`config.mk`:
```
export PLATFORM = sky130hd
export DESIGN_NAME = tmds_decoder_pipelined
export DESIGN_NICKNAME = d
export VERILOG_FILES = /design/src/rtl/tmds_decoder_pipelined.sv
export SDC_FILE = /design/constraint.sdc
export NUM_CORES = 1
export LEC_CHECK = 0
export CAP_MARGIN = 30
export CORE_ASPECT_RATIO = 1.75
export CORE_MARGIN = 1
export CORE_UTILIZATION = 46
export DETAILED_ROUTE_END_ITERATION = 12
export PLACE_DENSITY = 0.68
export SETUP_SLACK_MARGIN = 0.5
export SLEW_MARGIN = 20
export SYNTH_ARGS = -nofsm -noshare
export SYNTH_HDL_FRONTEND = slang
export SYNTH_SLANG_ARGS = --single-unit
```
`constraint.sdc`:
```
create_clock -name clk_i -period 4.75 [get_ports clk_i]
set_clock_uncertainty 0.15 [all_clocks]
set_input_delay 0.7125 -clock clk_i [delete_from_list [all_inputs] [get_ports clk_i]]
set_output_delay 0.7125 -clock clk_i [all_outputs]
set_load 0.01 [all_outputs]
```
`src/rtl/tmds_decoder_pipelined.sv`:
```
// TMDS receive decoder: classifies symbols, recovers data/control bits, tracks disparity and word alignment.
// Optional saturating error counter built when TMDS_DECODER_ERR_CNT_EN is defined; otherwise err_count_o is 0.

package tmds_decoder_pkg;
  typedef logic [9:0] tmds_word_t;
  typedef logic [7:0] tmds_data_t;
  typedef enum logic [1:0] {
    VIDEO_PERIOD   = 2'd0,
    CONTROL_PERIOD = 2'd1,
    AUDIO_PERIOD   = 2'd2,
    DATA_PERIOD    = 2'd3
  } tmds_period_e;

  localparam tmds_word_t CTRL_TOK_00 = 10'b1101010100;
  localparam tmds_word_t CTRL_TOK_01 = 10'b0010101011;
  localparam tmds_word_t CTRL_TOK_10 = 10'b0101010100;
  localparam tmds_word_t CTRL_TOK_11 = 10'b1010101011;
  localparam tmds_word_t GB_AUDIO    = 10'b1011001100;
  localparam tmds_word_t GB_DATA     = 10'b0100110011;
endpackage

module tmds_decoder_pipelined
  import tmds_decoder_pkg::*;
#(
  parameter int LOCK_TOKENS   = 8,
  parameter int SEARCH_WINDOW = 4096,
  parameter int SLIP_HOLDOFF  = 16,
  parameter int RD_LIMIT      = 10
) (
  input  logic         clk_i,
  input  logic         rst_i,
  input  tmds_word_t   tmds_i,
  output tmds_data_t   data_o,
  output tmds_period_e data_type_o,
  output logic         c0_o,
  output logic         c1_o,
  output logic         disparity_err_o,
  output logic         bitslip_o,
  output logic         locked_o,
  output logic [15:0]  err_count_o
);

  localparam int WIN_W  = $clog2(SEARCH_WINDOW + 1);
  localparam int TOK_W  = $clog2(LOCK_TOKENS + 1);
  localparam int HOLD_W = $clog2(SLIP_HOLDOFF + 1);

  localparam logic signed [7:0] RD_MAX = 8'sd31;
  localparam logic signed [7:0] RD_MIN = -8'sd31;
  localparam logic signed [7:0] RD_HI  = 8'(RD_LIMIT);
  localparam logic signed [7:0] RD_LO  = 8'(-RD_LIMIT);

  typedef enum logic [1:0] {ST_SEARCH, ST_SLIP, ST_HOLD, ST_LOCKED} state_e;

  // Stage 1: classification and popcount
  tmds_period_e w_type;
  logic [1:0]   w_ctl;
  logic [3:0]   w_pop;

  always_comb begin
    w_type = VIDEO_PERIOD;
    w_ctl  = 2'b00;
    case (tmds_i)
      CTRL_TOK_00: begin w_type = CONTROL_PERIOD; w_ctl = 2'b00; end
      CTRL_TOK_01: begin w_type = CONTROL_PERIOD; w_ctl = 2'b01; end
      CTRL_TOK_10: begin w_type = CONTROL_PERIOD; w_ctl = 2'b10; end
      CTRL_TOK_11: begin w_type = CONTROL_PERIOD; w_ctl = 2'b11; end
      GB_AUDIO:    w_type = AUDIO_PERIOD;
      GB_DATA:     w_type = DATA_PERIOD;
      default:     ;
    endcase
  end

  assign w_pop = 4'($countones(tmds_i));

  logic         r_s1_vld;
  tmds_word_t   r_s1_word;
  tmds_period_e r_s1_type;
  logic [1:0]   r_s1_ctl;
  logic [3:0]   r_s1_pop;

  always_ff @(posedge clk_i or posedge rst_i) begin
    if (rst_i) begin
      r_s1_vld  <= 1'b0;
      r_s1_word <= '0;
      r_s1_type <= VIDEO_PERIOD;
      r_s1_ctl  <= 2'b00;
      r_s1_pop  <= '0;
    end else begin
      r_s1_vld  <= 1'b1;
      r_s1_word <= tmds_i;
      r_s1_type <= w_type;
      r_s1_ctl  <= w_ctl;
      r_s1_pop  <= w_pop;
    end
  end

  // Stage 2: data recovery and running disparity
  logic [7:0] w_inv;
  logic [7:0] w_dec;

  assign w_inv = r_s1_word[9] ? ~r_s1_word[7:0] : r_s1_word[7:0];

  always_comb begin
    w_dec    = '0;
    w_dec[0] = w_inv[0];
    for (int i = 1; i < 8; i++) begin
      w_dec[i] = w_inv[i] ^ w_inv[i-1] ^ r_s1_word[8];
    end
  end

  logic signed [5:0] r_rd;
  logic signed [7:0] w_rd_ext;
  logic signed [7:0] w_rd_sum;
  logic signed [7:0] w_rd_sat;
  logic [7:0]        w_rd_delta;
  logic              w_err;

  always_comb begin
    w_rd_ext = {{2{r_rd[5]}}, r_rd};
    case (r_s1_type)
      VIDEO_PERIOD: w_rd_delta = {3'b000, r_s1_pop, 1'b0} - 8'd10;
      AUDIO_PERIOD: w_rd_delta = 8'hFE;
      DATA_PERIOD:  w_rd_delta = 8'h02;
      default:      w_rd_delta = 8'h00;
    endcase
    w_rd_sum = w_rd_ext + w_rd_delta;
    if (r_s1_type == CONTROL_PERIOD) w_rd_sat = '0;
    else if (w_rd_sum > RD_MAX)      w_rd_sat = RD_MAX;
    else if (w_rd_sum < RD_MIN)      w_rd_sat = RD_MIN;
    else                             w_rd_sat = w_rd_sum;
  end

  // Error check only once aligned; control words reset disparity so never flag.
  assign w_err = locked_o && (r_s1_type != CONTROL_PERIOD) &&
                 ((w_rd_sat > RD_HI) || (w_rd_sat < RD_LO));

  always_ff @(posedge clk_i or posedge rst_i) begin
    if (rst_i) begin
      data_o          <= '0;
      data_type_o     <= CONTROL_PERIOD;
      c0_o            <= 1'b0;
      c1_o            <= 1'b0;
      disparity_err_o <= 1'b0;
      r_rd            <= '0;
    end else if (r_s1_vld) begin
      data_o          <= (r_s1_type == VIDEO_PERIOD) ? w_dec : 8'h00;
      data_type_o     <= r_s1_type;
      c0_o            <= (r_s1_type == CONTROL_PERIOD) & r_s1_ctl[0];
      c1_o            <= (r_s1_type == CONTROL_PERIOD) & r_s1_ctl[1];
      disparity_err_o <= w_err;
      r_rd            <= w_rd_sat[5:0];
    end else begin
      disparity_err_o <= 1'b0;
    end
  end

  // Alignment FSM, fed from stage 1
  state_e              r_state;
  logic [WIN_W-1:0]    r_win;
  logic [TOK_W-1:0]    r_tok;
  logic [HOLD_W-1:0]   r_hold;
  logic                w_is_ctrl;

  assign w_is_ctrl = r_s1_vld && (r_s1_type == CONTROL_PERIOD);

  always_ff @(posedge clk_i or posedge rst_i) begin
    if (rst_i) begin
      r_state   <= ST_SEARCH;
      r_win     <= '0;
      r_tok     <= '0;
      r_hold    <= '0;
      bitslip_o <= 1'b0;
      locked_o  <= 1'b0;
    end else begin
      bitslip_o <= 1'b0;
      case (r_state)
        ST_SEARCH: begin
          if (w_is_ctrl) begin
            r_win <= '0;
            if (r_tok == TOK_W'(LOCK_TOKENS - 1)) begin
              r_state  <= ST_LOCKED;
              locked_o <= 1'b1;
              r_tok    <= '0;
            end else begin
              r_tok <= r_tok + 1'b1;
            end
          end else begin
            r_tok <= '0;
            if (r_win == WIN_W'(SEARCH_WINDOW - 1)) begin
              r_state <= ST_SLIP;
              r_win   <= '0;
            end else begin
              r_win <= r_win + 1'b1;
            end
          end
        end
        ST_SLIP: begin
          bitslip_o <= 1'b1;
          r_hold    <= '0;
          r_state   <= ST_HOLD;
        end
        ST_HOLD: begin
          if (r_hold == HOLD_W'(SLIP_HOLDOFF - 1)) begin
            r_state <= ST_SEARCH;
            r_win   <= '0;
            r_tok   <= '0;
          end else begin
            r_hold <= r_hold + 1'b1;
          end
        end
        default: begin
          if (w_is_ctrl) begin
            r_win <= '0;
          end else if (r_win == WIN_W'(SEARCH_WINDOW - 1)) begin
            r_state  <= ST_SEARCH;
            locked_o <= 1'b0;
            r_win    <= '0;
            r_tok    <= '0;
          end else begin
            r_win <= r_win + 1'b1;
          end
        end
      endcase
    end
  end

`ifdef TMDS_DECODER_ERR_CNT_EN
  logic [15:0] r_err_cnt;

  always_ff @(posedge clk_i or posedge rst_i) begin
    if (rst_i) begin
      r_err_cnt <= '0;
    end else if (r_s1_vld && w_err && (r_err_cnt != 16'hFFFF)) begin
      r_err_cnt <= r_err_cnt + 16'd1;
    end
  end

  assign err_count_o = r_err_cnt;
`else
  assign err_count_o = '0;
`endif

endmodule

```
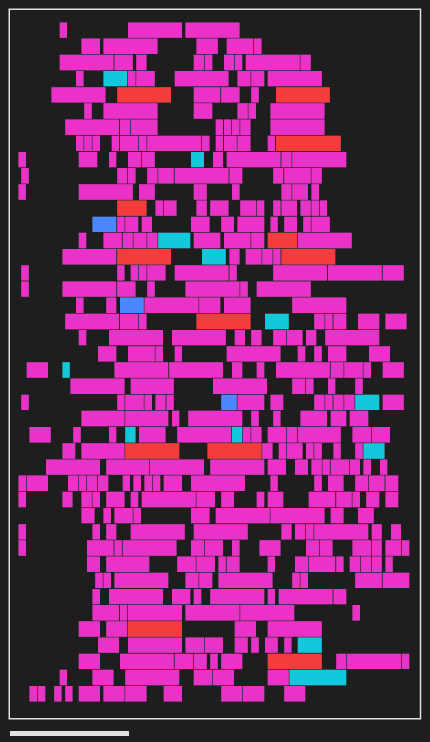
(images/sizes.png)
Scale bar: 20 um.
- red: _6 and larger (cells 12; share 2.9%; most used clkbuf_16)
- cyan: _2 cells (cells 12; share 2.9%; most used mux2_2)
- blue: _3 and _4 cells (cells 3; share 0.74%; most used and3_4)
- magenta: _0 and _1 cells (cells 381; share 93%; most used dfrtp_1)
cell area after layout: 4180 sq um
final worst-path setup slack: 1.11 ns
layout buffer count excluding clock buffers: 27

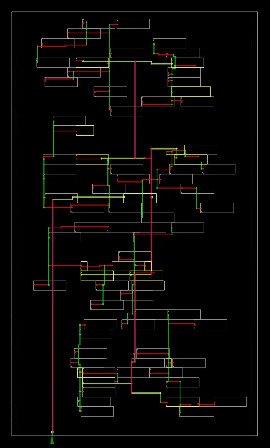
(images/clocks.png)
Clock Latency Late Sink: 0.33 ns
power dissipated in the clock network: 0.000650 W
total number of sequential cells: 64

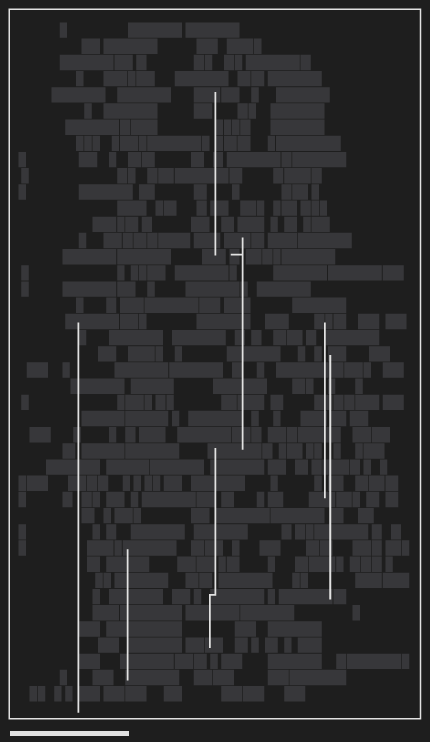
(images/layer_met4.png)
Scale bar: 20 um.
- wire length on this layer: 256 um
- main direction: vertical
- nets with wire on the layer: 5
- longest straight run: 65.3 um

==> run notes <==
Results of the run.

The count of buffers from port buffering is 26. The sequential share of the synthesized area is 44.6%. Data arrives at the worst endpoint at 3.70 ns.

After detailed routing, the met3 layer carries 209 um of wire. For this design the top-level I/O count stands at 43. STA classifies the critical path startpoint as an input port. The number of cells on the worst reg-to-reg path is 13.

Measured along the x axis, the die boundary spans 68.8 um. The number of different library cells used by synthesis comes to 53. The via count of the first global-routing pass is 2668. The initial antenna violation count came to 0. The post-synthesis instance area is 3600 sq um. The initial DRC count is 150. The sink count of the clock tree is 64.

The number of diodes is 0. For this design, the CTS-stage hold fixing added 0 buffers. The number of cells upsized or downsized after cts is 0. The flow ran to the end, and the final reports show no timing, DRC or antenna violations. The number of standard cells after synthesis is 373. The met3 track demand over resource in global routing is 5.46%. The worst slack at placement is 0.783 ns.

The global placement routability congestion is 0.870. The primary flip-flop cell chosen by synthesis mapping is dfrtp_1. The critical path launch point is tmds_i[0].

The slew of the pin with the lowest slew margin is 0.792 ns. After clock tree synthesis, the clock-pin slew on the worst setup and hold paths is 0.05 ns. The cell total after placement is 480. After detailed routing, the number of vias per cell comes to 5.31. The number of pins exceeding their max-slew limit in the final report is 0. For this run, the share of the core covered by cells in the final layout is 55.2%. The total congestion overflow is 0. The signal on the critical path passes through clkdlybuf4s50_1, inv_1, fa_1, inv_1, fa_1, inv_1, fa_1, inv_1, ha_1, inv_1, fa_1, xor2_1. The start of the worst register-to-register path is r_s1_pop[0]. Per the repair_timing log after CTS, setup buffers inserted total 0. The global-route wire length before repair is 11900 um. The number of enable-type register cells in the synthesized netlist is 0. The highest routed metal layer is met4.

Hold analysis lists the worst path endpoint as r_hold[4]. Per STA, the highest per-stage delay on the worst path measures 0.54 ns. The standard cell with the maximum stage delay on the critical path is fa_1. The most heavily used metal layer in global routing is met2. Summed over all cells, the static leakage comes to 1.97 nW.

The finished layout holds 496 standard cells, fillers aside. The synthesis warning total is 0. The residual antenna-violating net count after detailed routing is 0. In the Yosys report the total cell count is 373. The number of maximum-capacitance violations recorded for the run is 0. In the setup report, the worst path falls into the class input port to flop. In this run the biggest area consumer among cell types represents 43.8% of the synthesized area. In the final layout, the multi-input gates occupy 1720 sq um. The top fanout value on the critical path is 3. The maximum number of pins on one net before global-route repair is 39. The relative slew slack is 47.1%.

The launch point of the worst min-delay path is recorded as r_hold[4]. Clock tree synthesis inserted a total of 9 buffers. By instance count after routing, the leading logic cell types are 63 x dfrtp_1, 47 x inv_1, 31 x nor2_1, 26 x clkdlybuf4s50_1, 24 x nand2_1.

Once placement finished, the instance area stood at 3880 sq um. The tightest hold path in the finished design has a slack of 0.342 ns. The reg-to-reg endpoint is r_rd[2].

The capture point of the worst path is r_s1_pop[2]. The number of nets in the layout is 440. After filler insertion, the fill cell instance count of the layout stands at 710.

The met2 track utilization from global routing is 32.5%. For this run, the detailed router's first-pass iteration total came to 4. The die span in y is 119 um. Per the finish-stage timing summary, setup violations number 0.

After layout, the minimum clock period comes to 3.64 ns. Timing would allow up to 275 MHz. For this run the detailed placement stage logged an HPWL of 5270 um. The worst-case clock buffer depth is 2. The worst VDD IR drop from the latest analysis is 0.247 mV. The total power density per cell area is 632 nW/um^2. The number of endpoints with negative hold slack in the final report is 0.

STA classifies the critical path endpoint as a flop. At the worst endpoint, the required time is 4.81 ns. Setup repair after global routing left no endpoint under its margin.
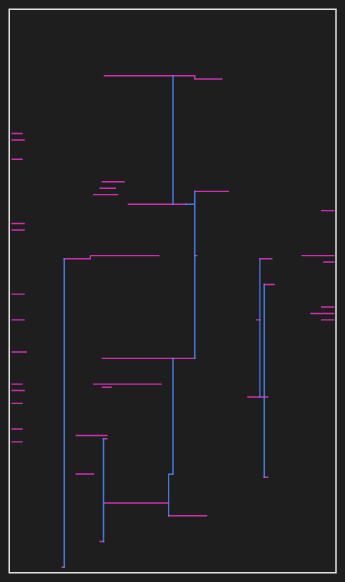
(images/wires.png)
Only two layers are drawn.
- blue: metal 4 (wire length 256 um)
- magenta: metal 3 (wire length 210 um)
detailed-route wire length per cell: 14.3 um
overall routing resource usage: 19.9%

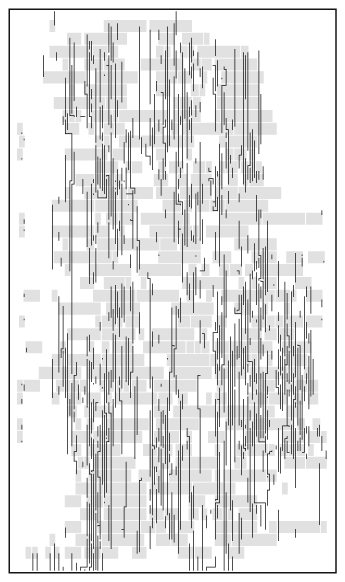
(images/layer_met2.png)
- longest straight run: 40.1 um
- wire length on this layer: 3740 um
- nets with wire on the layer: 381
final wirelength: 7080 um
overall via count from detail_route: 2632

## synthesized netlist by cell type, types with 5 or more instances
master and number:
a21oi_1 14, buf_4 16, clkbuf_1 5, dfrtp_1 63, fa_1 7, ha_1 18
inv_1 48, nand2_1 24, nand2b_1 8, nand3_1 13, nor2_1 31, nor2b_1 5
o21ai_0 19, o22ai_1 14, xnor2_1 14, xor2_1 12
## logic make-up after synthesis
| family | share of synthesized area [%] |
|---|---|
| AND-OR/OR-AND | 12.7 |
| XOR/XNOR | 6.33 |
| adder cells (fa/ha/maj) | 10.2 |
| buffers and inverters | 9.32 |
| flip-flops | 44.6 |
| multiplexers | 1.53 |
| other | 0.209 |
| AND/OR/NAND/NOR | 15.2 |
## worst max-delay path, delay by kind of cell
kind / cells / cell delay, ns
buffers and inverters: 6 / 0.83
XOR/XNOR: 1 / 0.15
adder cells (fa/ha/maj): 5 / 2.00
## cell type report
class | count | area share [%]
clock buffers | 13 | 6.23
well taps | 88 | 2.64
clock inverters | 3 | 0.959
flip-flops and latches | 64 | 38.4
inverters | 48 | 4.31
multi-input cells | 253 | 41.1
repair buffers | 27 | 6.41
## flip-flops by register name (all words and copies together) (netlist names)
| signal | count |
|---|---|
| r_win | 13 |
| r_s1_word | 10 |
| data_o | 8 |
| r_rd | 6 |
| r_hold | 5 |
| r_s1_pop | 4 |
| r_tok | 4 |
| data_type_o | 2 |
| r_s1_ctl | 2 |
| r_s1_type | 2 |
| r_state | 2 |
| bitslip_o | 1 |
| c0_o | 1 |
| c1_o | 1 |
| disparity_err_o | 1 |
| locked_o | 1 |
| r_s1_vld | 1 |
## where the power goes
group | internal [W] | switching [W]
combinational | 0.000506 | 0.000743
clock | 0.000432 | 0.000218
sequential | 0.000657 | 0.0000826
Power is estimated from default activity; no workload was simulated.
